<file path="src/rtl/arb_pkg.sv">
// Shared types and default constants for the round-robin arbiter.
package arb_pkg;

    typedef enum logic {
        ARB_IDLE  = 1'b0,
        ARB_OWNED = 1'b1
    } arb_state_e;

    localparam int ARB_N_DEF        = 4;
    localparam int ARB_MAX_HOLD_DEF = 8;

endpackage

</file>
<file path="src/rtl/arb_rr_pick.sv">
// Rotate-and-pick: first set request bit at or above ptr, wrapping N-1 -> 0.
module arb_rr_pick #(
    parameter int N = 4
) (
    input  logic [N-1:0]         request,
    input  logic [$clog2(N)-1:0] ptr,
    output logic [N-1:0]         winner,
    output logic [$clog2(N)-1:0] index,
    output logic                 valid
);
    localparam int PW = $clog2(N);

    logic [PW-1:0] pos;

    always_comb begin
        winner = '0;
        index  = '0;
        valid  = 1'b0;
        pos    = '0;
        for (int off = 0; off < N; off++) begin
            pos = PW'((int'(ptr) + off) % N);
            if (!valid && request[pos]) begin
                valid       = 1'b1;
                winner[pos] = 1'b1;
                index       = pos;
            end
        end
    end

endmodule

</file>
<file path="src/rtl/arb_rr.sv">
// Round-robin arbiter with burst lock and registered one-hot grant.
// Define ARB_TIMEOUT_EN to bound each ownership to MAX_HOLD cycles when others wait.
//
// state     | meaning
// ARB_IDLE  | no owner, grant = 0
// ARB_OWNED | exactly one grant bit set, held while its request stays high
module arb_rr
    import arb_pkg::*;
#(
    parameter int N        = ARB_N_DEF,
    parameter int MAX_HOLD = ARB_MAX_HOLD_DEF
) (
    input  logic                 clk,
    input  logic                 rst,
    input  logic [N-1:0]         request,
    output logic [N-1:0]         grant,
    output logic [$clog2(N)-1:0] gnt_id,
    output logic                 busy,
    output logic                 preempt
);
    localparam int PW = $clog2(N);

    arb_state_e    state_q, state_d;
    logic [N-1:0]  grant_q, grant_d;
    logic [PW-1:0] gnt_id_q, gnt_id_d;
    logic          busy_q, busy_d;
    logic [PW-1:0] ptr_q, ptr_d;

    logic [N-1:0]  pick_winner;
    logic [PW-1:0] pick_index;
    logic          pick_valid;
    logic [PW-1:0] ptr_next;
    logic          take;

`ifdef ARB_TIMEOUT_EN
    logic [7:0]    hold_q, hold_d;
    logic          preempt_q, preempt_d;
`endif

    // The current owner is masked out so a timeout can only hand over to someone else.
    arb_rr_pick #(.N(N)) u_pick (
        .request (request & ~grant_q),
        .ptr     (ptr_q),
        .winner  (pick_winner),
        .index   (pick_index),
        .valid   (pick_valid)
    );

    assign ptr_next = (pick_index == PW'(N - 1)) ? '0 : PW'(pick_index + PW'(1));

    always_comb begin
        state_d  = state_q;
        grant_d  = grant_q;
        gnt_id_d = gnt_id_q;
        ptr_d    = ptr_q;
        take     = 1'b0;
`ifdef ARB_TIMEOUT_EN
        hold_d    = hold_q;
        preempt_d = 1'b0;
`endif
        case (state_q)
            ARB_IDLE: begin
                if (pick_valid) take = 1'b1;
            end
            ARB_OWNED: begin
                if (!request[gnt_id_q]) begin
                    if (pick_valid) begin
                        take = 1'b1;
                    end else begin
                        state_d  = ARB_IDLE;
                        grant_d  = '0;
                        gnt_id_d = '0;
                    end
                end
`ifdef ARB_TIMEOUT_EN
                else if (hold_q == 8'(MAX_HOLD - 1)) begin
                    // Saturated: stay put unless someone else is waiting.
                    if (pick_valid) begin
                        take      = 1'b1;
                        preempt_d = 1'b1;
                    end
                end else begin
                    hold_d = hold_q + 8'd1;
                end
`endif
            end
            default: begin
                state_d  = ARB_IDLE;
                grant_d  = '0;
                gnt_id_d = '0;
            end
        endcase
        if (take) begin
            state_d  = ARB_OWNED;
            grant_d  = pick_winner;
            gnt_id_d = pick_index;
            ptr_d    = ptr_next;
`ifdef ARB_TIMEOUT_EN
            hold_d   = '0;
`endif
        end
        busy_d = |grant_d;
    end

    always_ff @(posedge clk) begin
        if (rst) begin
            state_q  <= ARB_IDLE;
            grant_q  <= '0;
            gnt_id_q <= '0;
            busy_q   <= 1'b0;
            ptr_q    <= '0;
        end else begin
            state_q  <= state_d;
            grant_q  <= grant_d;
            gnt_id_q <= gnt_id_d;
            busy_q   <= busy_d;
            ptr_q    <= ptr_d;
        end
    end

`ifdef ARB_TIMEOUT_EN
    always_ff @(posedge clk) begin
        if (rst) begin
            hold_q    <= '0;
            preempt_q <= 1'b0;
        end else begin
            hold_q    <= hold_d;
            preempt_q <= preempt_d;
        end
    end

    assign preempt = preempt_q;
`else
    assign preempt = 1'b0;
`endif

    assign grant  = grant_q;
    assign gnt_id = gnt_id_q;
    assign busy   = busy_q;

endmodule

</file>
<file path="config.mk">
export PLATFORM = sky130hd
export DESIGN_NAME = arb_rr
export DESIGN_NICKNAME = d
export VERILOG_FILES = /design/src/rtl/arb_pkg.sv /design/src/rtl/arb_rr_pick.sv /design/src/rtl/arb_rr.sv
export SDC_FILE = /design/constraint.sdc
export NUM_CORES = 1
export LEC_CHECK = 0
export CELL_PAD_IN_SITES_DETAIL_PLACEMENT = 0
export CELL_PAD_IN_SITES_GLOBAL_PLACEMENT = 2
export CORE_UTILIZATION = 33
export CTS_CLUSTER_SIZE = 24
export DETAILED_ROUTE_END_ITERATION = 6
export PLACE_DENSITY = 0.8
export SYNTH_ARGS = -nofsm -noshare
export SYNTH_HDL_FRONTEND = slang
export SYNTH_SLANG_ARGS = --single-unit
</file>
<file path="constraint.sdc">
create_clock -name clk -period 4.88 [get_ports clk]
set_input_delay 0.488 -clock clk [delete_from_list [all_inputs] [get_ports clk]]
set_output_delay 0.488 -clock clk [all_outputs]
set_load 0.01 [all_outputs]
</file>
==> run_1/port_nets.png <==
(8 px per µm)
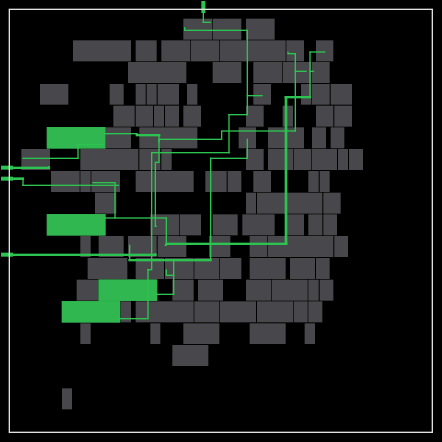
`grant` -> green  # direction output, edge 3 west, 1 north, end cells 4, buffers 4, wire 265 µm
number of top-level pins: 14
number of buffers added on ports: 12

==> run_1/cell_classes.png <==
(8 px per µm) Fill, decap, tap and diode cells in gray.
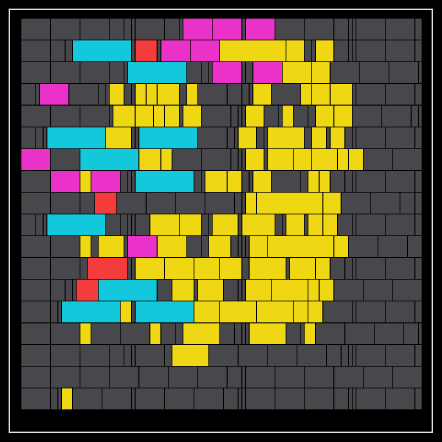
flip-flops -> cyan  # cells 10
all other logic -> yellow  # cells 85
other buffers and delay cells -> magenta  # cells 12
clock drivers and dummy loads -> red  # cells 4
Layout Utilization: 0.416
placeable core area: 2450 µm²

==> run_1/met2.png <==
(10 px per µm) Cells faint in the background.
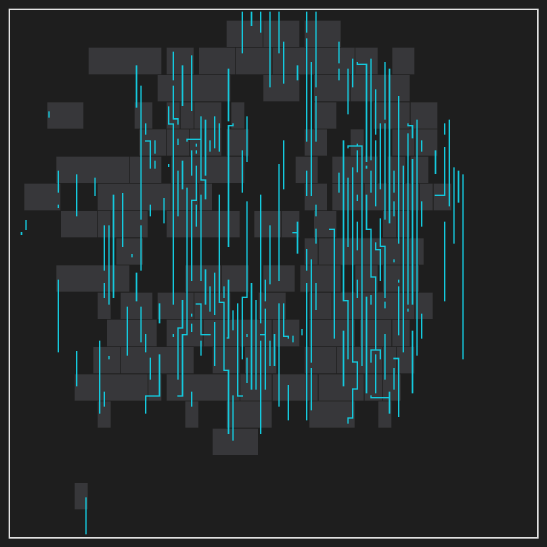
share of all routed wire = 44%
nets with wire on the layer = 104
longest straight run = 23.5 µm
main direction = vertical
sum of routed wire length over all layers: 2190 µm
global routing met2 resource utilization: 0.262
via count of the routed design: 844

==> GITHUB_STEP_SUMMARY, run 1 <==
## Synthesis and layout report

| Metric | Value |
|---|---|
| Via count of the first global-routing pass | `around 720` |
| MUX area fraction | `0.0929` |
| Number of nets in the final layout | `approximately 130` |
| Flip-flop count of the largest register after layout | `4` |
| Busiest layer in global routing | `met2` |
| Detailed-route vias per instance | `5.99` |
| GR Overflow Total | `0` |
| Final setup TNS | `0 ns` |
| Cell type with the largest total area | `dfxtp_1` |
| Synthesized instance count | `just under 100` |
| Tool warnings | `33` |
| Cells taking the most area after synthesis | `dfxtp_1 24%, ha_1 12%, mux4_2 8.0%, nor2_1 4.9%, a222oi_1 4.7%` |
| Wire length of the first global-routing pass | `between 3000 and 4000 µm` |
| Slowest Stage Delay on Critical Path | `between 0.6 and 0.7 ns` |
| Clk ins delay skew pair | `approximately 0.27 ns` |
| Highest net fanout along the worst path | `16` |
| Crit path capture | `ptr_q[1]$_SDFFE_PP0P_` |
| Routed len/inst | `roughly 16 µm` |
| Outcome | `completed` |
| Mean post-synth cell area | `about 8.6 µm²` |
| Number of cells in Yosys stat | `between 90 and 100` |
| Met3 capacity usage during global routing | `0.0319` |
| Worst clock skew | `0.00708 ns` |
| Worst rel slew slack | `0.578` |
| Predominant post-synthesis flop cell | `dfxtp_1` |
| Final worst-path cycle share | `0.583` |
| Critical path's slowest cell | `dfxtp_1` |
| Number of nets with antenna violations after detailed routing | `0` |
| Hold_buf cts | `0` |
| Family with the most delay on the worst path | `AND-OR/OR-AND gates` |
| Area of the die | `about 2800 µm²` |
| Clock H-tree levels | `1` |
| Reg-to-Reg End | `ptr_q[1]$_SDFFE_PP0P_` |
| Met3 WL | `roughly 170 µm` |
| Inserted Clock Buffers | `3` |
| Maximum frequency from static timing analysis | `roughly 350 MHz` |
| Clock-pin slew on the worst setup and hold paths | `~0.070 ns` |
| Maximum number of pins on one net before global-route repair | `17` |
| Cell area power density | `~660 nW/µm²` |
| Uppermost signal routing layer after detailed routing | `met4` |
| Starting Density | `0.346` |
| Register-to-register setup slack | `roughly 2.0 ns` |
| Drt first-iter violations | `about 42` |
| Endpoints failing setup | `0` |
| Count of endpoints failing hold in the final timing report | `0` |
| Total half-perimeter wirelength after legalization and detailed placement | `between 1500 and 2000 µm` |
| Crit path capture type | `flip-flop` |
| Static leakage power | `~0.00042 µW` |
| Netlist area before placement | `848 µm²` |
| Fin. max-slew vios | `0` |
| Worst path cell trace | `inv_2, ha_1, nand2_1, or4_1, a31oi_1, a31o_2, o31ai_1, xor2_1, a211oi_1` |
| Hold-critical path depth | `2` |
| Number of enable-type register cells in the synthesized netlist | `0` |
| Hold-critical path endpoint | `gnt_id[0]$_SDFFE_PP0P_` |
| Critical path type | `reg -> reg` |
| Number of rows in the core area | `18` |
| Filler cell count in the final layout | `roughly 240` |
| Area Overhead vs Synth | `20.4%` |
| Antenna Cells | `0` |
| Resized cells post-CTS | `0` |
| Fraction of synthesized cell area in xor and xnor cells | `0.0206` |
| Number of sinks on the clock net | `10` |
| Maximum buffer depth of the clock tree | `2` |
| Dominant combinational cell family by area after synthesis | `simple AND/OR/NAND/NOR gates` |
| Number of warning messages in the yosys log | `0` |
| Post-Synthesis Net Count | `113` |
-- run 1: metrics by stage --
stage | hold WS, ns | area [µm²] | setup WS [ns] | total power [µW] | utilization
final | 0.499 | 1020 | 2.04 | 673 | 0.416
after global routing | 0.543 | 1020 | 1.84 | 719 | 0.416
after CTS | 0.509 | 1020 | 2.05 | 669 | 0.416
after detailed placement | 0.499 | 985 | 1.95 | 588 | 0.401
after global placement | 0.497 | 985 | 1.92 | 604 | 0.401
after floorplan | 0.508 | 848 | 2.61 | 466 | -
-- run 1: area by class of cell --
| type | instances | area, µm² | area share |
|---|---|---|---|
| Clock buffer | 4 | 36.3 | 0.0355 |
| Inverter | 2 | 7.51 | 0.00735 |
| Multi-Input combinational cell | 83 | 619 | 0.607 |
| Sequential cell | 10 | 200 | 0.196 |
| Tap cell | 30 | 37.5 | 0.0368 |
| Timing Repair Buffer | 12 | 120 | 0.118 |
-- run 1: placed cells by master, fill, tap and decap left out, types with 3 or more instances in the layout --
cell / count
a222oi_1: 4
nor2_1: 11
a22o_1: 4
mux4_2: 3
nand2_1: 5
clkdlybuf4s50_1: 12
nor3_1: 3
nor2b_1: 4
dfxtp_1: 10
clkbuf_4: 3
nand2b_1: 4
ha_1: 8
a21o_1: 4
nand3_1: 6
a31oi_1: 3
-- run 1: Yosys cell counts (2+ instances only) --
library cell and number:
nor2_1 11, dfxtp_1 10, ha_1 8, nand3_1 6, nand2_1 5, a21o_1 4, a222oi_1 4, a22o_1 4
nand2b_1 4, nor2b_1 4, a31oi_1 3, mux4_2 3, nor3_1 3, a21oi_1 2, and3_1 2, nand4_1 2
-- run 1: report_power, final --
part | switching (µW) | internal, µW | leakage [µW]
Sequential | 49.4 | 114 | 0.0000826
Combinational | 224 | 210 | 0.000318
Clock | 29.8 | 45.4 | 0.0000210
Total | 303 | 370 | 0.000421
==> run 1 -> run 2 <==
- CORE_UTILIZATION: 33 -> 31
- PLACE_DENSITY: 0.8 -> 0.76
- clock period: 4.88 -> 2.98 ns (I/O delays scaled with it)
==> run_2/final_clocks.png <==
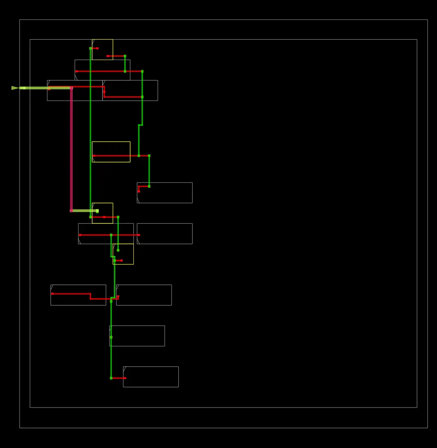
clk pwr: 122 µW
worst clock skew: 0.00493 ns
Inserted Clock Buffers: 3
clock buffer count: 4
clk ins delay skew pair: 0.26 ns

==> run_2/clock_map.png <==
(8 px per µm)
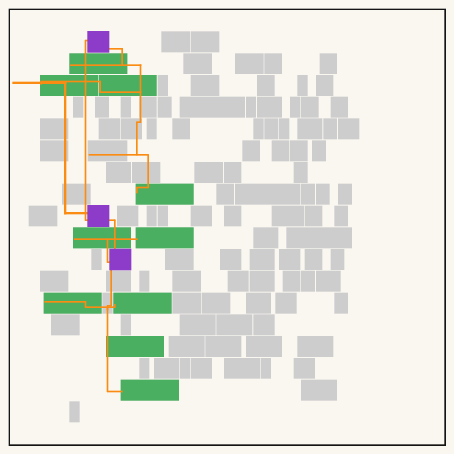
cells driving clock nets -> purple  # count 3
clock wires -> orange  # length 151 µm
flip-flops -> green  # count 10
routed clock nets = 4
Clock Power Share: 0.108

==> run 2 against run 1 <==
Against the previous run: via count fell by 0.95%; non-clock buffer count is 3 higher; sequential power up 43%; first-iteration DRC count fell by 40%; global-route usage fell by 0.18 points; critical path depth is 1 lower; worst setup slack worse by 1.5 ns; combinational power increased by 78%; routed wire length is 2.1% higher; largest cell class unchanged.
==> GITHUB_STEP_SUMMARY, run 2 <==
## Synthesis and layout report

| Metric | Value |
|---|---|
| Maximum buffer depth of the clock tree | `2` |
| Busiest layer in global routing | `met2` |
| Synthesized instance count | `about 99` |
| Filler cell count in the final layout | `~280` |
| Met3 WL | `between 150 and 200 µm` |
| Leading cell types by count after synthesis | `11 x nor2_1, 10 x dfxtp_1, 8 x ha_1` |
| GPL Wtd Cong | `0.944` |
| Number of nets with antenna violations after detailed routing | `0` |
| Non-clock inverter count | `2` |
| Global routing met2 resource utilization | `0.260` |
| Predominant post-synthesis flop cell | `dfxtp_1` |
| Tool warnings | `33` |
| Number of rows in the core area | `18` |
| Comb area share | `0.594` |
| Area of the die | `2950 µm²` |
| Maximum frequency from static timing analysis | `408 MHz` |
| Count of endpoints failing hold in the final timing report | `0` |
| Drt first-iter violations | `25` |
| Number of sinks on the clock net | `10` |
| Most numerous cell in the Yosys netlist | `nor2_1` |
| Via count of the routed design | `836` |
| Placeable core area | `approximately 2500 µm²` |
| Worst rel slew slack | `0.554` |
| Proportion of cell area spent on the clock network | `0.0348` |
| Clock-pin slew on the worst setup and hold paths | `~0.070 ns` |
| Post-Synthesis Net Count | `roughly 110` |
| Endpoints failing setup | `0` |
| Number of enable-type register cells in the synthesized netlist | `0` |
| CTS tree | `yes` |
| Number of warning messages in the yosys log | `0` |
| Maximum number of pins on one net before global-route repair | `16` |
| Worst Path Arrival | `about 2.6 ns` |
| Detailed-route vias per instance | `approximately 5.8` |
| Highest net fanout along the worst path | `6` |
| Leading cell types in the layout, fill and taps excluded | `12 x clkdlybuf4s50_1, 11 x nor2_1, 10 x dfxtp_1` |
| Biggest area consumer among cell classes | `logic gates` |
| Worst path cell trace | `clkdlybuf4s50_1, nor2b_1, mux4_2, nor2_2, a22o_1, a21o_1, a222oi_1, a41oi_1` |
| Wire length of the first global-routing pass | `between 3000 and 4000 µm` |
| #MultiIn Comb | `83` |
| Sum of routed wire length over all layers | `about 2200 µm` |
| Met3 capacity usage during global routing | `0.0250` |
| Critical path's slowest cell | `clkdlybuf4s50_1` |
| Starting Density | `0.336` |
| Number of top-level pins | `14` |
| Combinational gate area | `approximately 620 µm²` |
| Cell type with the largest total area | `dfxtp_1` |
| Final non-clock buffer share | `0.137` |
| Hold-critical path depth | `2` |
| Area Overhead vs Synth | `23.0%` |
| Routed len/inst | `15.5 µm` |
| Fin. max-slew vios | `0` |
| Critical path type | `in -> reg` |
| Number of cells in Yosys stat | `roughly 99` |
| Number of buffers added on ports | `12` |
| Overall routing resource usage | `0.166` |
| Number of synthesized register bits | `10` |
| Final setup TNS | `0 ns` |
| Commonest Layout Cell | `clkdlybuf4s50_1` |
| Flop count | `10` |
| Uppermost signal routing layer after detailed routing | `met4` |
| Crit path capture type | `flip-flop` |
| Mean post-synth cell area | `around 8.6 µm²` |
| Clock H-tree levels | `1` |
| Share of cell area taken by flip-flops and latches | `0.192` |
| Outcome | `completed` |
| Flip-flop count of the largest register after layout | `4` |
| Static leakage power | `between 0.0004 and 0.0005 µW` |
| Resized cells post-CTS | `0` |
| Cell area power density | `~1100 nW/µm²` |
| GR Overflow Total | `0` |
| Slowest Stage Delay on Critical Path | `roughly 0.5 ns` |
| Cells taking the most area after synthesis | `dfxtp_1 24%, ha_1 12%, mux4_2 8.0%, nor2_1 4.9%, a222oi_1 4.7%` |
| Number of non-clock buffers | `15` |
| Taps Inserted | `30` |
| Antenna Cells | `0` |
| Final worst-path cycle share | `0.822` |
| Total half-perimeter wirelength after legalization and detailed placement | `approximately 1700 µm` |
| Hold_buf cts | `0` |
| Netlist area before placement | `approximately 850 µm²` |
[run 2: critical path, delay by kind of cell]
| family | cells | cell delay (ns) |
|---|---|---|
| AND-OR/OR-AND | 4 | 0.93 |
| buffers and inverters | 1 | 0.49 |
| multiplexers | 1 | 0.39 |
| AND/OR/NAND/NOR | 2 | 0.46 |
[run 2: cell families (layout without fill, tap and decap cells)]
logic type,Yosys count,after routing,share of synthesized area
AND/OR/NAND/NOR,43,43,0.267
AND-OR/OR-AND,25,25,0.227
flip-flops,10,10,0.236
adder cells (fa/ha/maj),8,8,0.118
buffers and inverters,6,21,0.0339
multiplexers,4,4,0.0929
XOR/XNOR,2,2,0.0207
other,1,1,0.00442
[run 2: final timing paths]
check	start	end	slack (ns)
setup / recovery	request[1]	busy$_SDFF_PP0_	0.53
hold / removal	gnt_id[0]$_SDFFE_PP0P_	gnt_id[0]$_SDFFE_PP0P_	0.51
setup reg to reg	flip-flop	ptr_q[1]$_SDFFE_PP0P_	0.62
hold reg to reg	gnt_id[0]$_SDFFE_PP0P_	gnt_id[0]$_SDFFE_PP0P_	0.51
[run 2: where the power goes]
| part | switching (µW) | total [µW] | internal (µW) |
|---|---|---|---|
| combinational | 408 | 773 | 365 |
| clock | 47.7 | 122 | 74.1 |
| sequential | 47.6 | 235 | 187 |
| total | 503 | 1130 | 626 |
[run 2: metrics by stage]
| step | util | total power, µW | setup slack (ns) | cell area (µm²) |
|---|---|---|---|---|
| 6_report | 0.414 | 1130 | 0.530 | 1040 |
| 3_3_place_gp | 0.399 | 1010 | 0.280 | 1010 |
| 3_5_place_dp | 0.399 | 994 | 0.287 | 1010 |
| 4_1_cts | 0.414 | 1120 | 0.551 | 1040 |
| 2_1_floorplan | - | 764 | 0.712 | 848 |
| 5_1_grt | 0.414 | 1210 | 0.376 | 1040 |
==> run 2 -> run 3 <==
- CORE_UTILIZATION: 31 -> 28
- PLACE_DENSITY: 0.76 -> 0.72
- clock period: 2.98 -> 2.1 ns (I/O delays scaled with it)
==> run_3/met2.png <==
(8 px per µm) Cells faint in the background.
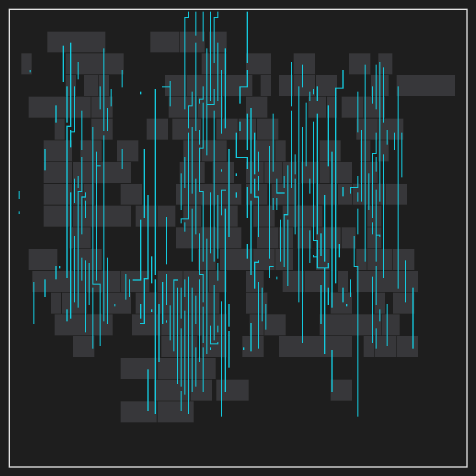
longest straight run = 26.9 µm
main direction = vertical
nets with wire on the layer = 130
via count of the routed design: 956
sum of routed wire length over all layers: 2840 µm
global routing met2 resource utilization: 0.318

==> run_3/clock_map.png <==
(8 px per µm)
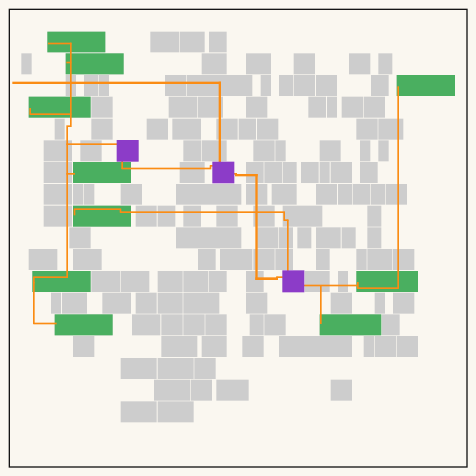
flip-flops -> green  # count 10
cells driving clock nets -> purple  # count 3
clock wires -> orange  # length 216 µm
routed clock nets = 4
clk pwr: 188 µW
clk ins delay skew pair: 0.28 ns
worst clock skew: 0.00922 ns

==> run 3 against run 2 <==
Against the previous run: total power increased by 79%; clock skew increased by 0.0043 ns; worst hold slack got worse by 0.015 ns; the flow now finishes with violations (negative setup slack); critical path type is now reg -> reg; critical endpoint unchanged; highest routed layer unchanged.
==> GITHUB_STEP_SUMMARY, run 3 <==
## Synthesis and layout report

| Metric | Value |
|---|---|
| Wire length of the first global-routing pass | `4710 µm` |
| Endpoints failing setup | `4` |
| Count of endpoints failing hold in the final timing report | `0` |
| GPL Wtd Cong | `just over 0.8` |
| Cell area power density | `between 1500 and 2000 nW/µm²` |
| Fraction of synthesized cell area in xor and xnor cells | `0.0206` |
| Inserted Clock Buffers | `3` |
| CTS tree | `yes` |
| Static leakage power | `about 0.0006 µW` |
| Adder and majority gate portion of the synthesized area | `0.118` |
| Number of warning messages in the yosys log | `0` |
| Routed len/inst | `around 16 µm` |
| Slowest Stage Delay on Critical Path | `between 0.5 and 0.6 ns` |
| Total half-perimeter wirelength after legalization and detailed placement | `approximately 2200 µm` |
| Final setup TNS | `-0.167 ns` |
| Flip-flop and latch area | `a little over 200 µm²` |
| Leading cell types by count after synthesis | `11 x nor2_1, 10 x dfxtp_1, 8 x ha_1` |
| Area fraction in and, or, nand and nor cells after synthesis | `0.267` |
| Clock-pin slew on the worst setup and hold paths | `~0.070 ns` |
| Overall power | `around 2000 µW` |
| Detailed-route vias per instance | `between 5 and 6` |
| Outcome | `finished with violations` |
| Critical path's slowest cell | `mux4_2` |
| Post-layout worst setup margin | `-0.0702 ns` |
| Filler cell count in the final layout | `approximately 280` |
| Predominant post-synthesis flop cell | `dfxtp_1` |
| First element of the critical path | `grant[2]$_SDFF_PP0_` |
| Starting Density | `0.302` |
| Synthesized instance count | `around 99` |
| Fin. max-slew vios | `0` |
| Number of enable-type register cells in the synthesized netlist | `0` |
| Number of buffers added on ports | `12` |
| Combinational gate area | `639 µm²` |
| GR Overflow Total | `0` |
| Final worst-path cycle share | `1.03` |
| Netlist area before placement | `~850 µm²` |
| Finished Cell Area | `between 1000 and 1500 µm²` |
| Post-Synthesis Net Count | `between 100 and 150` |
| Violated checks | `negative setup slack` |
| Cells taking the most area after synthesis | `dfxtp_1 24%, ha_1 12%, mux4_2 8.0%, nor2_1 4.9%, a222oi_1 4.7%` |
| Flip-flop count of the largest register after layout | `4` |
| Buffer-and-inverter tally for the worst setup path | `0` |
| Worst Path Arrival | `between 2 and 2.5 ns` |
| Hold_buf cts | `0` |
| Worst path cell trace | `and2b_4, mux4_2, a22o_1, a21o_1, a222oi_1, a41oi_1` |
| Worst Min Path Start | `gnt_id[0]$_SDFFE_PP0P_` |
| Dominant combinational cell family by area after synthesis | `simple AND/OR/NAND/NOR gates` |
| Number of rows in the core area | `19` |
[run 3: routing by layer]
metal	routed length, µm	GRT usage	vias up
met4	45	0.0453	0
li1	-	-	477
met2	1340	0.318	30
met5	0	0	-
met1	1300	0.259	443
met3	148	0.0431	6
[run 3: final timing paths]
| path | end | slack (ns) |
|---|---|---|
| min reg2reg | gnt_id[0]$_SDFFE_PP0P_ | 0.49 |
| max | busy$_SDFF_PP0_ | -0.07 |
| min | gnt_id[0]$_SDFFE_PP0P_ | 0.49 |
| max reg2reg | busy$_SDFF_PP0_ | -0.07 |
[run 3: kinds of logic after synthesis]
logic type | count (synthesis)
and+or+nand+nor | 43
AOI/OAI and AO/OA | 25
DFF | 10
adders and majority gates | 8
buffers and inverters | 6
muxes | 4
xor gates and xnor gates | 2
other | 1
[run 3: worst register-to-register path, cell delays in order (launching register included)]
cell and delay, ns:
dfxtp_2 0.34, and2b_4 0.19, mux4_2 0.52, a22o_1 0.26
a21o_1 0.15, a222oi_1 0.40, a41oi_1 0.16
[run 3: per-stage QoR]
stage                     hold WS [ns]   util
after floorplan                  0.508      -
after global placement           0.483  0.443
after detailed placement         0.489  0.443
after CTS                        0.500  0.467
after global routing             0.538  0.470
final                            0.493  0.470
[run 3: timing repair]
item	4_1_cts	5_1_grt
setup endpoints to repair	5	8
gates resized	9	0
buffers inserted	3	1
pin swaps	7	8
endpoints found under the hold margin	0	0
[run 3: area by class of cell]
class	instances	area share
Clock buffer	4	0.0275
Sequential cell	10	0.155
Multi-Input combinational cell	83	0.485
Inverter	2	0.00760
Tap cell	31	0.0294
Timing Repair Buffer	48	0.295
[run 3: where the power goes]
group,switching [µW],internal [µW],total (µW)
clock,82.8,105,188
sequential,59.9,271,331
combinational,693,809,1500
total,836,1190,2020
Power and IR drop assume default switching activity.
